==> images/layer_met1.png <==
Bar = 50 um.
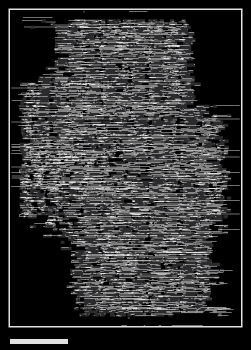
==> images/layer_met2.png <==
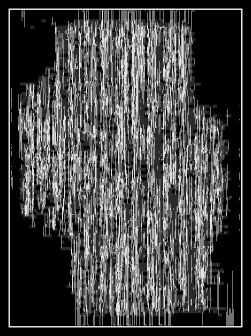
==> images/layer_met3.png <==
Bar = 50 um.
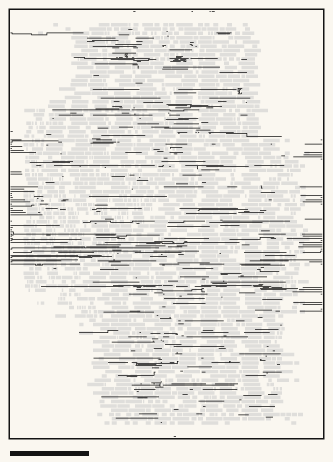
$ cat src/rtl/rd_resp_reorder.sv
// Read-response return path: captures out-of-order acks from several master channels
// and hands them to the slave port in request-issue order over valid/ready.
module rd_resp_reorder #(
    parameter int DWIDTH      = 32,
    parameter int NUM_MASTERS = 4,
    parameter int DEPTH       = 4,
    localparam int IDW        = $clog2(NUM_MASTERS)
) (
    input  logic                          aclk,
    input  logic                          aresetn,
    input  logic                          req_push,
    input  logic [IDW-1:0]                req_id,
    output logic                          req_ready,
    input  logic [NUM_MASTERS*DWIDTH-1:0] in_rdata,
    input  logic [NUM_MASTERS-1:0]        in_resp,
    input  logic [NUM_MASTERS-1:0]        in_ack,
    output logic [DWIDTH-1:0]             out_rdata,
    output logic                          out_resp,
    output logic [IDW-1:0]                out_id,
    output logic                          out_valid,
    input  logic                          out_ready,
    output logic                          err_unexpected
);

    localparam int AW = $clog2(DEPTH);
    localparam int CW = $clog2(DEPTH + 1);
    localparam int EW = DWIDTH + 1;

    logic [IDW-1:0] ord_mem [DEPTH];
    logic [AW-1:0]  ord_wr_q, ord_wr_d, ord_rd_q, ord_rd_d;
    logic [CW-1:0]  ord_cnt_q, ord_cnt_d;
    logic           req_ready_q, req_ready_d;

    logic [EW-1:0]  rsp_mem   [NUM_MASTERS][DEPTH];
    logic [AW-1:0]  rsp_wr_q  [NUM_MASTERS];
    logic [AW-1:0]  rsp_wr_d  [NUM_MASTERS];
    logic [AW-1:0]  rsp_rd_q  [NUM_MASTERS];
    logic [AW-1:0]  rsp_rd_d  [NUM_MASTERS];
    logic [CW-1:0]  rsp_cnt_q [NUM_MASTERS];
    logic [CW-1:0]  rsp_cnt_d [NUM_MASTERS];
    logic [CW-1:0]  pend_q    [NUM_MASTERS];
    logic [CW-1:0]  pend_d    [NUM_MASTERS];

    logic              out_valid_q, out_valid_d;
    logic [IDW-1:0]    out_id_q, out_id_d;
    logic              out_resp_q, out_resp_d;
    logic [DWIDTH-1:0] out_rdata_q, out_rdata_d;
    logic              err_q, err_d;

    logic                   push_acc;
    logic                   load;
    logic                   bypass;
    logic [IDW-1:0]         head_id;
    logic [EW-1:0]          load_data;
    logic [NUM_MASTERS-1:0] ack_acc;
    logic [NUM_MASTERS-1:0] rsp_wr;
    logic [NUM_MASTERS-1:0] rsp_pop;
    logic                   push_m;

    always_comb begin
        push_acc = req_push && req_ready_q;
        head_id  = ord_mem[ord_rd_q];
        for (int m = 0; m < NUM_MASTERS; m++) begin
            ack_acc[m] = in_ack[m] && (pend_q[m] != '0);
        end

        // An ack for the head request goes straight to the output when its FIFO is empty
        load   = 1'b0;
        bypass = 1'b0;
        if ((!out_valid_q || out_ready) && (ord_cnt_q != '0)) begin
            if (rsp_cnt_q[head_id] != '0) begin
                load = 1'b1;
            end else if (ack_acc[head_id]) begin
                load   = 1'b1;
                bypass = 1'b1;
            end
        end
        load_data = bypass ? {in_resp[head_id], in_rdata[head_id*DWIDTH +: DWIDTH]}
                           : rsp_mem[head_id][rsp_rd_q[head_id]];

        for (int m = 0; m < NUM_MASTERS; m++) begin
            push_m     = push_acc && (req_id == IDW'(m));
            rsp_wr[m]  = ack_acc[m] && !(bypass && (head_id == IDW'(m)));
            rsp_pop[m] = load && !bypass && (head_id == IDW'(m));

            pend_d[m] = pend_q[m];
            if (push_m && !ack_acc[m]) begin
                pend_d[m] = pend_q[m] + CW'(1);
            end else if (!push_m && ack_acc[m]) begin
                pend_d[m] = pend_q[m] - CW'(1);
            end

            rsp_cnt_d[m] = rsp_cnt_q[m];
            if (rsp_wr[m] && !rsp_pop[m]) begin
                rsp_cnt_d[m] = rsp_cnt_q[m] + CW'(1);
            end else if (!rsp_wr[m] && rsp_pop[m]) begin
                rsp_cnt_d[m] = rsp_cnt_q[m] - CW'(1);
            end
            rsp_wr_d[m] = rsp_wr[m]  ? rsp_wr_q[m] + AW'(1) : rsp_wr_q[m];
            rsp_rd_d[m] = rsp_pop[m] ? rsp_rd_q[m] + AW'(1) : rsp_rd_q[m];
        end
        push_m = 1'b0;

        ord_wr_d  = push_acc ? ord_wr_q + AW'(1) : ord_wr_q;
        ord_rd_d  = load     ? ord_rd_q + AW'(1) : ord_rd_q;
        ord_cnt_d = ord_cnt_q;
        if (push_acc && !load) begin
            ord_cnt_d = ord_cnt_q + CW'(1);
        end else if (!push_acc && load) begin
            ord_cnt_d = ord_cnt_q - CW'(1);
        end
        req_ready_d = (ord_cnt_d != CW'(DEPTH));

        out_valid_d = out_valid_q;
        out_id_d    = out_id_q;
        out_resp_d  = out_resp_q;
        out_rdata_d = out_rdata_q;
        if (load) begin
            out_valid_d = 1'b1;
            out_id_d    = head_id;
            out_resp_d  = load_data[DWIDTH];
            out_rdata_d = load_data[DWIDTH-1:0];
        end else if (out_ready) begin
            out_valid_d = 1'b0;
        end

        err_d = err_q || ((in_ack & ~ack_acc) != '0);
    end

    always_ff @(posedge aclk) begin
        if (!aresetn) begin
            ord_wr_q    <= '0;
            ord_rd_q    <= '0;
            ord_cnt_q   <= '0;
            req_ready_q <= 1'b0;
            out_valid_q <= 1'b0;
            out_id_q    <= '0;
            out_resp_q  <= 1'b0;
            out_rdata_q <= '0;
            err_q       <= 1'b0;
            for (int m = 0; m < NUM_MASTERS; m++) begin
                pend_q[m]    <= '0;
                rsp_wr_q[m]  <= '0;
                rsp_rd_q[m]  <= '0;
                rsp_cnt_q[m] <= '0;
            end
        end else begin
            ord_wr_q    <= ord_wr_d;
            ord_rd_q    <= ord_rd_d;
            ord_cnt_q   <= ord_cnt_d;
            req_ready_q <= req_ready_d;
            out_valid_q <= out_valid_d;
            out_id_q    <= out_id_d;
            out_resp_q  <= out_resp_d;
            out_rdata_q <= out_rdata_d;
            err_q       <= err_d;
            for (int m = 0; m < NUM_MASTERS; m++) begin
                pend_q[m]    <= pend_d[m];
                rsp_wr_q[m]  <= rsp_wr_d[m];
                rsp_rd_q[m]  <= rsp_rd_d[m];
                rsp_cnt_q[m] <= rsp_cnt_d[m];
            end
        end
    end

    // Storage needs no reset: occupancy is tracked by the pointers and counts above
    always_ff @(posedge aclk) begin
        if (push_acc) begin
            ord_mem[ord_wr_q] <= req_id;
        end
        for (int m = 0; m < NUM_MASTERS; m++) begin
            if (rsp_wr[m]) begin
                rsp_mem[m][rsp_wr_q[m]] <= {in_resp[m], in_rdata[m*DWIDTH +: DWIDTH]};
            end
        end
    end

    assign req_ready      = req_ready_q;
    assign out_valid      = out_valid_q;
    assign out_id         = out_id_q;
    assign out_resp       = out_resp_q;
    assign out_rdata      = out_rdata_q;
    assign err_unexpected = err_q;

endmodule

$ cat config.mk
export PLATFORM = sky130hd
export DESIGN_NAME = rd_resp_reorder
export DESIGN_NICKNAME = d
export VERILOG_FILES = /design/src/rtl/rd_resp_reorder.sv
export SDC_FILE = /design/constraint.sdc
export NUM_CORES = 1
export LEC_CHECK = 0
export CORE_ASPECT_RATIO = 1.4
export CORE_MARGIN = 8
export CORE_UTILIZATION = 55
export DETAILED_ROUTE_END_ITERATION = 8
export PLACE_DENSITY = 0.8
export SLEW_MARGIN = 10
export SYNTH_ARGS = -nofsm -noshare
export SYNTH_HDL_FRONTEND = slang
export SYNTH_SLANG_ARGS = --single-unit
$ cat constraint.sdc
create_clock -name aclk -period 4.75 [get_ports aclk]
set_input_delay 0.475 -clock aclk [delete_from_list [all_inputs] [get_ports aclk]]
set_output_delay 0.475 -clock aclk [all_outputs]
set_load 0.005 [all_outputs]
==> impl_metrics.xml <==
<?xml version="1.0" encoding="UTF-8"?>
<metrics>
  <group name="setup_path">
    <metric name="crit_cells" unit="">13</metric>
    <metric name="slack_of_the_worst_reg_to_reg_path" unit="ns">1.01</metric>
    <metric name="crit_slowest_cell" unit="">sky130_fd_sc_hd__o21ai_0</metric>
    <metric name="crit-reg2reg-capture" unit="">rsp_cnt_q[1][2]</metric>
    <metric name="criticalPathCategory" unit="">reg -&gt; reg</metric>
    <metric name="crit_family" unit="">AND-OR/OR-AND gates</metric>
    <metric name="worstPathRequired" unit="ns">5.27</metric>
    <metric name="critical_path.most_common_cell" unit="">sky130_fd_sc_hd__inv_1</metric>
    <metric name="timing.critical_path.to_type" unit="">flip-flop</metric>
  </group>
  <group name="clock_tree">
    <metric name="cts_hold_repair_buffers" unit="">0</metric>
    <metric name="cts_tree" unit="">yes</metric>
  </group>
  <group name="routing">
    <metric name="vias_per_inst" unit="">6.32</metric>
    <metric name="drc" unit="">0</metric>
    <metric name="highest_layer" unit="">met4</metric>
  </group>
  <group name="sta">
    <metric name="tightestPinTransition" unit="ns">1.11</metric>
    <metric name="post-route-worst-setup-slack" unit="ns">1.01</metric>
    <metric name="setup_viol" unit="">0</metric>
    <metric name="fmax" unit="GHz">0.267</metric>
    <metric name="post-route-min-period" unit="ns">3.74</metric>
  </group>
  <group name="pwr">
    <metric name="seq_cell_power" unit="mW">7.12</metric>
    <metric name="p_comb" unit="mW">5.48</metric>
    <metric name="clockPowerShare" unit="">0.276</metric>
  </group>
  <group name="synth">
    <metric name="synthArstFlopShare" unit="">0</metric>
    <metric name="xor_area_frac" unit="">0.0112</metric>
    <metric name="postSynthCellCount" unit="">1401</metric>
    <metric name="synth_top_flop_cell" unit="">sky130_fd_sc_hd__edfxtp_1</metric>
    <metric name="synth_adder_area_share" unit="">0.0217</metric>
    <metric name="ys_seq_frac" unit="">0.693</metric>
    <metric name="top_area_cell_type_share_of_the_netlist_area" unit="">0.626</metric>
  </group>
  <group name="status">
    <metric name="run_status" unit="">finished clean</metric>
  </group>
  <group name="worst_hold_path">
    <metric name="holdPathStages" unit="">2</metric>
    <metric name="timing.hold.worst_endpoint" unit="">rsp_cnt_q[3][2]</metric>
    <metric name="timing.hold.worst.class" unit="">reg -&gt; reg</metric>
    <metric name="hold_path_origin" unit="">rsp_cnt_q[3][2]</metric>
  </group>
  <group name="global_routing">
    <metric name="grt_max_degree" unit="">97</metric>
  </group>
  <group name="die">
    <metric name="core_util_floorplan" unit="">0.552</metric>
  </group>
</metrics>
Notes on layer_met1.png above:
wire length on this layer: 23.4 mm
share of all routed wire: 36%
longest straight run: 62.6 um
main direction: horizontal
nets with wire on the layer: 1666

Notes on layer_met2.png above:
main direction: vertical
nets with wire on the layer: 1605
wire length on this layer: 33.3 mm

Notes on layer_met3.png above:
nets with wire on the layer: 237
share of all routed wire: 8.2%
wire length on this layer: 5290 um

[sequential cells by signal (all words and copies together), names as in the netlist, 3 cells and up, named ones only]
register and cells:
rsp_mem 528, out_rdata 32, pend_q 12, rsp_cnt_q 12, ord_mem 8, rsp_rd_q 8
rsp_wr_q 8, ord_cnt_q 3
[logic make-up after synthesis]
| kind of cell | count (synthesis) |
|---|---|
| adders and majority gates | 40 |
| muxes | 225 |
| buffers and inverters | 107 |
| and+or+nand+nor | 153 |
| AOI/OAI and AO/OA | 220 |
| DFF | 623 |
| xor gates and xnor gates | 33 |
[final cells by class]
class | instances | area, um2
clock inverter | 34 | 458
sequential | 623 | 17800
multi-input combinational | 671 | 7360
clock buffer | 69 | 1510
tap | 624 | 781
fill | 3136 | 16300
antenna | 6 | 15.0
timing repair buffer | 215 | 2220
inverter | 25 | 93.8
No activity file was given, so power comes from the tool's default toggle rates.
